$ cat config.mk
export PLATFORM = sky130hd
export DESIGN_NAME = led_bank_arbiter_flat
export DESIGN_NICKNAME = d
export VERILOG_FILES = /design/src/rtl/led_bank_arbiter_if.sv /design/src/rtl/led_bank_arbiter.sv /design/src/flat_wrapper.sv
export SDC_FILE = /design/constraint.sdc
export NUM_CORES = 1
export LEC_CHECK = 0
export CAP_MARGIN = 20
export CORE_ASPECT_RATIO = 0.6
export CORE_UTILIZATION = 50
export DETAILED_ROUTE_END_ITERATION = 10
export PLACE_DENSITY = 0.76
export REMOVE_ABC_BUFFERS = 1
export SETUP_SLACK_MARGIN = 0.4
export SLEW_MARGIN = 20
export SYNTH_ARGS = -nofsm -noshare
export SYNTH_HDL_FRONTEND = slang
export SYNTH_SLANG_ARGS = --single-unit
$ cat constraint.sdc
create_clock -name aclk -period 2.8 [get_ports aclk]
set_input_delay 0.7 -clock aclk [delete_from_list [all_inputs] [get_ports aclk]]
set_output_delay 0.7 -clock aclk [all_outputs]
set_load 0.005 [all_outputs]
$ cat src/rtl/led_bank_arbiter_if.sv
// Signal bundle between the LED bank arbiter, its status requesters, the blinker and the LED pins.
// The master side drives requests and patterns; the slave side is the arbiter.
interface led_bank_arbiter_if #(
    parameter int NREQ  = 4,
    parameter int PWM_W = 4
);
    logic [NREQ-1:0]   req;
    logic [8*NREQ-1:0] req_pattern;
    logic [7:0]        idle_pattern;
    logic [PWM_W-1:0]  brightness;
    logic [NREQ-1:0]   grant;
    logic              busy;
    logic [7:0]        led_output;

    modport master (
        output req, req_pattern, idle_pattern, brightness,
        input  grant, busy, led_output
    );

    modport slave (
        input  req, req_pattern, idle_pattern, brightness,
        output grant, busy, led_output
    );
endinterface

$ cat src/rtl/led_bank_arbiter.sv
// Round-robin owner of the 8-LED bank with a per-grant dwell time and a blank gap between owners.
// Optional macro LED_PWM_EN gates the LED source with a global brightness PWM before the output register.
module led_bank_arbiter #(
    parameter int NREQ         = 4,
    parameter int DWELL_CYCLES = 1000000,
    parameter int GAP_CYCLES   = 100000,
    parameter int PWM_W        = 4
) (
    input logic               aclk,
    input logic               aresetn,
    led_bank_arbiter_if.slave bus
);
    localparam int IDX_W   = $clog2(NREQ);
    localparam int MAX_CNT = (DWELL_CYCLES > GAP_CYCLES) ? DWELL_CYCLES : GAP_CYCLES;
    localparam int CNT_W   = $clog2(MAX_CNT);
    localparam logic [CNT_W-1:0] DWELL_LOAD = CNT_W'(DWELL_CYCLES - 1);
    localparam logic [CNT_W-1:0] GAP_LOAD   = CNT_W'(GAP_CYCLES - 1);

    typedef enum logic [1:0] {IDLE, HOLD, GAP} state_t;

    state_t           state;
    logic [NREQ-1:0]  grant;
    logic [IDX_W-1:0] rr_ptr;
    logic [CNT_W-1:0] dwell_cnt;
    logic [CNT_W-1:0] gap_cnt;
    logic [7:0]       held_pattern;
    logic [7:0]       led_output;
    logic [7:0]       pattern [NREQ];
    logic [IDX_W-1:0] pick_idx;
    logic [IDX_W-1:0] cand;
    logic             pick_valid;
    logic             owner_req;
    logic             contested;
    logic [7:0]       led_src;
    logic [7:0]       led_next;

    always_comb begin
        for (int i = 0; i < NREQ; i++) begin
            pattern[i] = bus.req_pattern[8*i +: 8];
        end
    end

    // Search downward so the candidate closest after rr_ptr is the last one written.
    // NOTE: every variable written in an always_comb gets a default first so no latch is inferred.
    always_comb begin
        pick_valid = 1'b0;
        pick_idx   = '0;
        cand       = '0;
        for (int k = NREQ; k >= 1; k--) begin
            cand = IDX_W'((int'(rr_ptr) + k) % NREQ);
            if (bus.req[cand]) begin
                pick_valid = 1'b1;
                pick_idx   = cand;
            end
        end
    end

    // rr_ptr always holds the current owner's index while in HOLD.
    assign owner_req = bus.req[rr_ptr];
    assign contested = |(bus.req & ~grant);

    always_comb begin
        case (state)
            HOLD:    led_src = held_pattern;
            GAP:     led_src = 8'h00;
            default: led_src = bus.idle_pattern;
        endcase
    end

`ifdef LED_PWM_EN
    logic [PWM_W-1:0] pwm_cnt;
    logic             pwm_on;

    assign pwm_on   = (bus.brightness == {PWM_W{1'b1}}) || (pwm_cnt < bus.brightness);
    assign led_next = pwm_on ? led_src : 8'h00;

    always_ff @(posedge aclk) begin
        if (!aresetn) pwm_cnt <= '0;
        else          pwm_cnt <= pwm_cnt + 1'b1;
    end
`else
    logic unused_brightness;

    assign unused_brightness = ^bus.brightness;
    assign led_next          = led_src;
`endif

    // NOTE: sequential state uses <= only, so every branch below reads pre-edge values.
    always_ff @(posedge aclk) begin
        if (!aresetn) begin
            state        <= IDLE;
            grant        <= '0;
            rr_ptr       <= IDX_W'(NREQ - 1);
            dwell_cnt    <= '0;
            gap_cnt      <= '0;
            held_pattern <= 8'h00;
            led_output   <= 8'h00;
        end else begin
            led_output <= led_next;
            case (state)
                IDLE: begin
                    if (pick_valid) begin
                        state        <= HOLD;
                        grant        <= NREQ'(1) << pick_idx;
                        rr_ptr       <= pick_idx;
                        held_pattern <= pattern[pick_idx];
                        dwell_cnt    <= DWELL_LOAD;
                    end
                end
                HOLD: begin
                    if (!owner_req || (dwell_cnt == '0 && contested)) begin
                        state   <= GAP;
                        grant   <= '0;
                        gap_cnt <= GAP_LOAD;
                    end else if (dwell_cnt == '0) begin
                        // Uncontested expiry extends the grant seamlessly with a fresh pattern.
                        dwell_cnt    <= DWELL_LOAD;
                        held_pattern <= pattern[rr_ptr];
                    end else begin
                        dwell_cnt <= dwell_cnt - 1'b1;
                    end
                end
                GAP: begin
                    if (gap_cnt != '0) begin
                        gap_cnt <= gap_cnt - 1'b1;
                    end else if (pick_valid) begin
                        state        <= HOLD;
                        grant        <= NREQ'(1) << pick_idx;
                        rr_ptr       <= pick_idx;
                        held_pattern <= pattern[pick_idx];
                        dwell_cnt    <= DWELL_LOAD;
                    end else begin
                        state <= IDLE;
                    end
                end
                default: state <= IDLE;
            endcase
        end
    end

    assign bus.grant      = grant;
    assign bus.busy       = (state != IDLE);
    assign bus.led_output = led_output;
endmodule

$ cat src/flat_wrapper.sv
// flat-port wrapper written by rule: the top's interface ports become plain ports
module led_bank_arbiter_flat 
#(
    parameter int NREQ         = 4,
    parameter int DWELL_CYCLES = 1000000,
    parameter int GAP_CYCLES   = 100000,
    parameter int PWM_W        = 4
)
  (aclk, aresetn, bus_req, bus_req_pattern, bus_idle_pattern, bus_brightness, bus_grant, bus_busy, bus_led_output);
  led_bank_arbiter_if #(.NREQ(NREQ), .PWM_W(PWM_W)) bus_i ();
  input logic aclk;
  input logic aresetn;
  input wire logic [$bits(bus_i.req)-1:0] bus_req;
  input wire logic [$bits(bus_i.req_pattern)-1:0] bus_req_pattern;
  input wire logic [$bits(bus_i.idle_pattern)-1:0] bus_idle_pattern;
  input wire logic [$bits(bus_i.brightness)-1:0] bus_brightness;
  output wire logic [$bits(bus_i.grant)-1:0] bus_grant;
  output wire logic [$bits(bus_i.busy)-1:0] bus_busy;
  output wire logic [$bits(bus_i.led_output)-1:0] bus_led_output;
  assign bus_i.req = bus_req;
  assign bus_i.req_pattern = bus_req_pattern;
  assign bus_i.idle_pattern = bus_idle_pattern;
  assign bus_i.brightness = bus_brightness;
  assign bus_grant = bus_i.grant;
  assign bus_busy = bus_i.busy;
  assign bus_led_output = bus_i.led_output;
  led_bank_arbiter #(.NREQ(NREQ), .DWELL_CYCLES(DWELL_CYCLES), .GAP_CYCLES(GAP_CYCLES), .PWM_W(PWM_W)) u_core (.aclk(aclk), .aresetn(aresetn), .bus(bus_i));
endmodule
==> run_1/final_placement.png <==
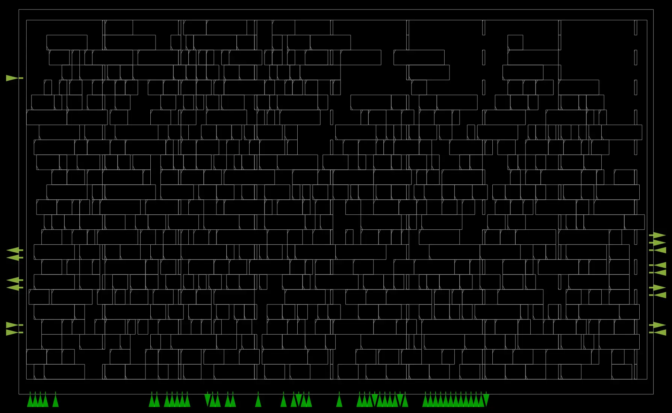
Post-Route Utilization: 70.0%
Fill cells: 572
FF+latch count: 64

==> run_1/cell_classes.png <==
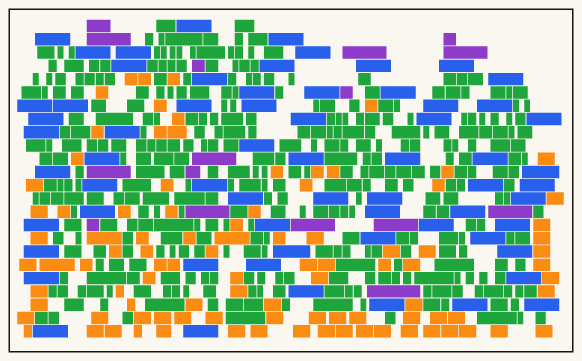
colour	class	cells
purple	clock drivers and dummy loads	16
blue	flip-flops	64
orange	other buffers and delay cells	96
green	all other logic	352
Core Rows: 24
fin area: 5150 sq um

==> impl_metrics.yaml, run 1 <==
# yosys + openroad results
yosys:
  synth-main-ff-cell: "dfxtp_1"
  synthDistinctLibCells: 58
  avgSynthCellArea_sq_um: 8.66
  aoi_share_pct: 22.2
  ys_top_cells_by_area: "dfxtp_1, mux4_2, xor2_1"
worst_setup_path:
  path_class: "reg2reg"
  cp.required_ps: 3060
  endpoint: "u_core.dwell_cnt[15]$_SDFFE_PN0P_"
sta:
  setup-violations-final: 0
  hold_viol_final: 0
global_route:
  grt_pass1_vias: 3468
  grt_max_degree: 31
pwr:
  comb_power_uw: 3180
  powerDensity_nw_per_um2: 1130
  p_total_uw: 5800
  peakVddDrop_v: 0.000652
run_status:
  status: "finished clean"
final_layout:
  final_nets: 581
  final_cell_mix: "dfxtp_1, clkdlybuf4s50_1, buf_4, nand2_1, nor2_1"
route:
  postRouteWirelength_microns: 9990
  vias: 3710
  vias_per_cell: 5.87
  firstDrtPassIters: 4
min_path:
  worstHoldPathType: "reg2reg"
  whs_path_depth: 2
die:
  pin_count: 63
run:
  tool_warnings: 35
clocking:
  cts_max_level: 3
==> run_1/registers.png <==
The bar under the picture is 20 microns long.
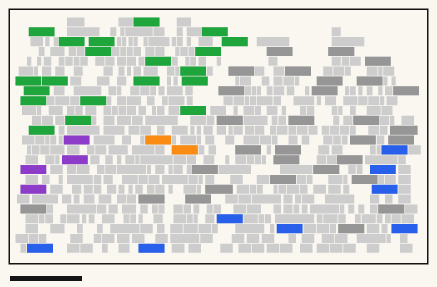
colour	name in the netlist	flops
purple	`u_core.bus.grant`	4
blue	`u_core.bus.led_output`	8
orange	`u_core.state`	2
green	`u_core.dwell_cnt`	20
not coloured	30

run 1: area by class of cell:
class,instances,area share [%]
Sequential cell,64,24.9
Tap cell,104,2.53
Clock buffer,10,4.64
Multi-Input combinational cell,337,48.3
Timing Repair Buffer,96,17.2
Inverter,15,1.09
Clock inverter,6,1.34
run 1: routing by layer:
metal  global-route usage (%)  vias up  part of all wire [%]
li1                         -     1828                     -
met1                     34.9     1778                    49
met2                     40.6       93                    45
met3                     6.77       11                   5.3
met4                     7.65        0                  0.96
met5                        0        -                     0
run 1: registers in the layout (all words and copies together), names as in the netlist:
| register | cells |
|---|---|
| u_core.held_pattern | 8 |
| u_core.dwell_cnt | 20 |
| u_core.bus.led_output | 8 |
| u_core.gap_cnt | 20 |
| u_core.rr_ptr | 2 |
| u_core.state | 2 |
| u_core.bus.grant | 4 |
==> inputs of run 2 (changes only) <==
==> constraint.sdc (replaced) <==
create_clock -name aclk -period 2.2 [get_ports aclk]
set_input_delay 0.55 -clock aclk [delete_from_list [all_inputs] [get_ports aclk]]
set_output_delay 0.55 -clock aclk [all_outputs]
set_load 0.005 [all_outputs]
==> run_2/final_placement.png <==
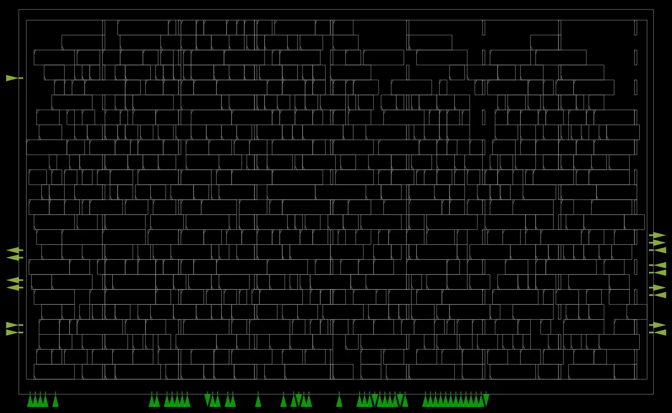
Fill cells: 480
flop share of the area: 22.1%
Tapcell Cnt: 104

==> run_2/cell_classes.png <==
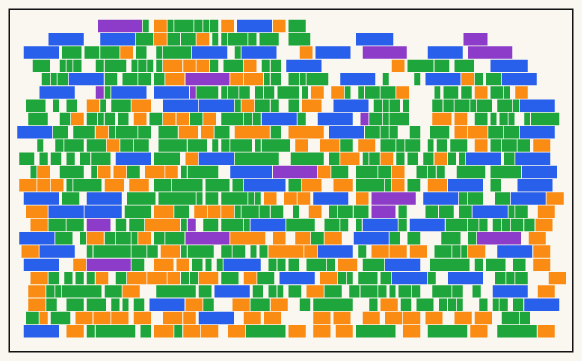
colour	class	cells
blue	flip-flops	64
purple	clock drivers and dummy loads	16
orange	other buffers and delay cells	147
green	all other logic	352
Core ar.: 7360 sq um
fin area: 5850 sq um
Post-Route Utilization: 79.5%

==> run 2 against run 1 <==
  * Sequential power up 24%
  * Design area increased by 14%
  * The flow now finishes with violations (setup timing)
  * Global-route usage up 5.2 points
  * Synthesized cell count did not move
  * Area after synthesis did not move
  * Maximum frequency is 1.6% higher
  * Non-clock buffer count rose by 51
  * Die size is the same
==> impl_metrics.yaml, run 2 <==
# yosys + openroad results
yosys:
  avgSynthCellArea_sq_um: 8.66
  ys_top_cells_by_area: "dfxtp_1, mux4_2, xor2_1"
worst_setup_path:
  cp.required_ps: 2450
  endpoint: "u_core.dwell_cnt[11]$_SDFFE_PN0P_"
route:
  firstDrtPassIters: 5
  vias: 4093
  dr_wl_met3_microns: 798
  top_layer: "met4"
  postRouteWirelength_microns: 12200
global_route:
  grt_max_degree: 26
pwr:
  powerDensity_nw_per_um2: 1490
  p_total_uw: 8680
sta:
  timing.final.ws_setup_ps: -108
  setup-violations-final: 26
die:
  rows: 24
  pin_count: 63
final_layout:
  final_cell_mix: "buf_4, dfxtp_1, clkdlybuf4s50_1, nand2_1, nor2_1"
  final_nets: 632
run_status:
  violations: "setup timing"
  status: "finished, violations left"
-- run 2: cell counts after synthesis --
Identical to the previous run, type by type.
-- run 2: cell type report --
class	instances	area share (%)
Sequential cell	64	22.1
Clock inverter	3	0.257
Inverter	15	1.01
Tap cell	104	2.23
Timing Repair Buffer	147	23.9
Clock buffer	13	4.62
Multi-Input combinational cell	337	45.9
-- run 2: worst register-to-register path, cell delays in order, from the launching register on --
cell and delay, ps:
dfxtp_1 300, or4_4 530, and4bb_4 390, a21boi_4 110
a21o_4 240, buf_4 140, or4_4 440, o31ai_4 70
-- run 2: metal layers --
| metal | vias up | track usage, % |
|---|---|---|
| li1 | 1932 | - |
| met1 | 1974 | 39.9 |
| met2 | 163 | 48.9 |
| met3 | 24 | 9.20 |
| met4 | 0 | 12.6 |
| met5 | - | 0 |
==> inputs of run 3 (changes only) <==
--- a/config.mk
+++ b/config.mk
@@ -5,14 +5,17 @@
 export SDC_FILE = /design/constraint.sdc
 export NUM_CORES = 1
 export LEC_CHECK = 0
+export ABC_AREA = 1
 export CAP_MARGIN = 20
 export CORE_ASPECT_RATIO = 0.6
 export CORE_UTILIZATION = 50
 export DETAILED_ROUTE_END_ITERATION = 10
-export PLACE_DENSITY = 0.76
+export GPL_ROUTABILITY_DRIVEN = 0
+export PLACE_DENSITY = 0.74
 export REMOVE_ABC_BUFFERS = 1
 export SETUP_SLACK_MARGIN = 0.4
 export SLEW_MARGIN = 20
 export SYNTH_ARGS = -nofsm -noshare
 export SYNTH_HDL_FRONTEND = slang
 export SYNTH_SLANG_ARGS = --single-unit
+export TNS_END_PERCENT = 10
==> run 3 against run 2 <==
  * The run now ends clean
  * Clock power decreased by 4%
  * Sequential cell count unchanged
  * Hold slack got worse by 27 ps
  * Wire length increased by 17%
  * Sequential share of layout area about the same
  * Critical path depth increased by 7
  * First-iteration DRC count increased by 54%
  * Combinational power increased by 18%
  * Design area increased by 1.8%
  * Power increased by 11%
==> impl_metrics.yaml, run 3 <==
# yosys + openroad results
global_route:
  use_met2_pct: 49.1
  use_met3_pct: 7.65
  grt_max_degree: 34
  grt_use_met1_pct: 43.2
route:
  vias: 5190
  dr_wl_met3_microns: 1140
  postRouteWirelength_microns: 14200
  top_layer: "met4"
die:
  pin_count: 63
  rows: 26
yosys:
  avgSynthCellArea_sq_um: 6.17
worst_setup_path:
  path_class: "in2reg"
  cp.required_ps: 2450
  endpoint: "u_core.gap_cnt[19]$_SDFFE_PN0P_"
pwr:
  powerDensity_nw_per_um2: 1620
  p_total_uw: 9640
final_layout:
  fin_area_sq_um: 5950
  final_nets: 875
run_status:
  status: "finished clean"
sta:
  setup-violations-final: 0
==> run 3: area by class of cell <==
class	count	area [sq um]
clock buffer	15	268
fill	720	2570
inverter	59	231
multi-input combinational	567	2920
sequential	64	1320
tap	112	140
timing repair buffer	116	1070
==> run 3: timing repair <==
action | CTS | global route
endpoints found under the setup margin | 57 | 58
buffers inserted | 24 | 5
pin swaps | 13 | 14
cloned | 1 | 0
gates resized | 56 | 37
==> run 3: cell families after synthesis <==
kind of cell	synth area share, %
compound gates	10.5
flops	29.0
fa+ha+maj	2.27
simple gates	45.6
buf+inv	8.43
xor+xnor	4.17
==> run 3: worst reg2reg max path: cells and delay by family (launching register included) <==
kind | cells | cell delay (ps)
flops | 1 | 340
simple gates | 9 | 1040
buf+inv | 2 | 220
compound gates | 1 | 160
==> run_3/final_placement.png <==
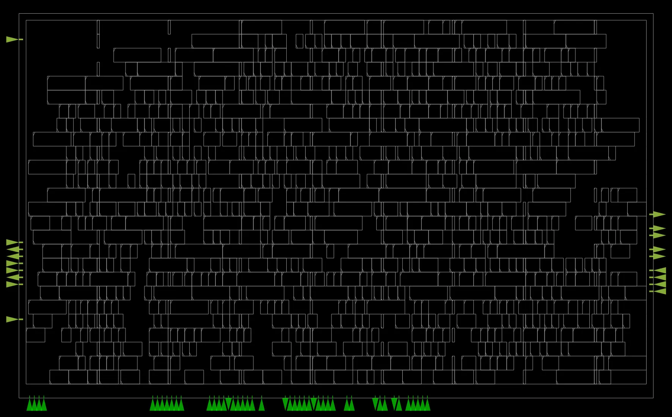
flop share of the area: 22.2%
Core ar.: 8520 sq um
post-route insts no fill: 933

==> run_3/registers.png <==
The bar under the picture is 20 microns long.
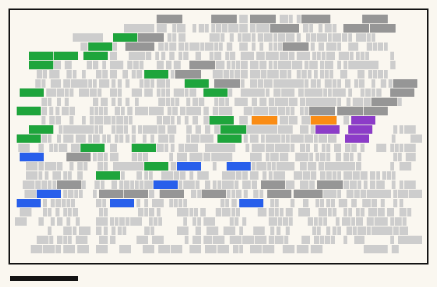
colour	name in the netlist	flops
green	`u_core.dwell_cnt`	20
blue	`u_core.bus.led_output`	8
purple	`u_core.bus.grant`	4
orange	`u_core.state`	2
Post-Route Utilization: 69.8%
Seq. pwr: 1900 uW
area occupied by registers: 1320 sq um


==> notes/layouts.md <==
Pictures saved along the way, in no particular order.

Signal wires on met3.
The bar under the picture is 20 microns long.
picture 1
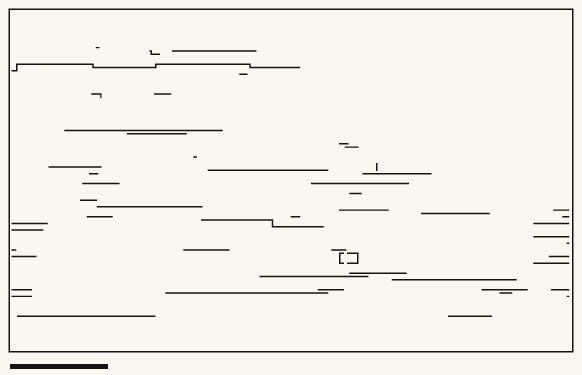
picture 2
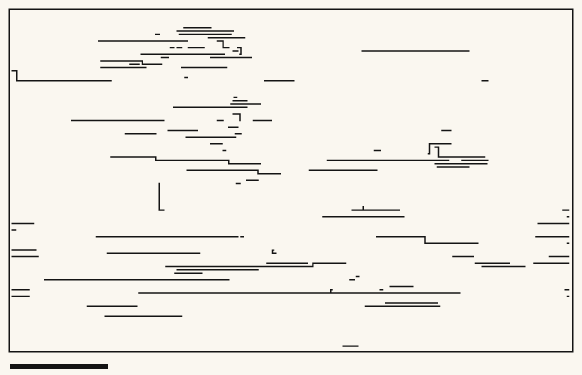
picture 3
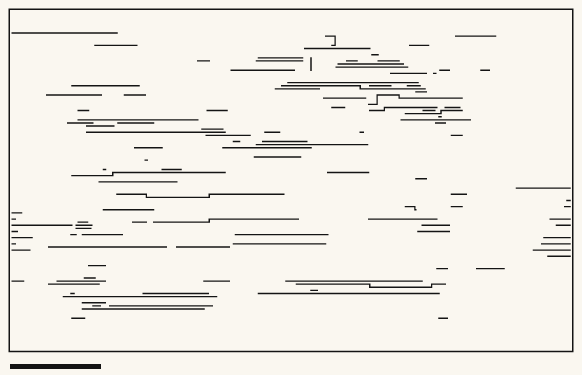
Run 3 is picture 3.
Run 2 is picture 2.
Run 1 is picture 1.

Key to picture 2:
main direction	horizontal
wire length on this layer	799 microns

Power figures rest on the tool's default switching activity, not on a simulated workload.
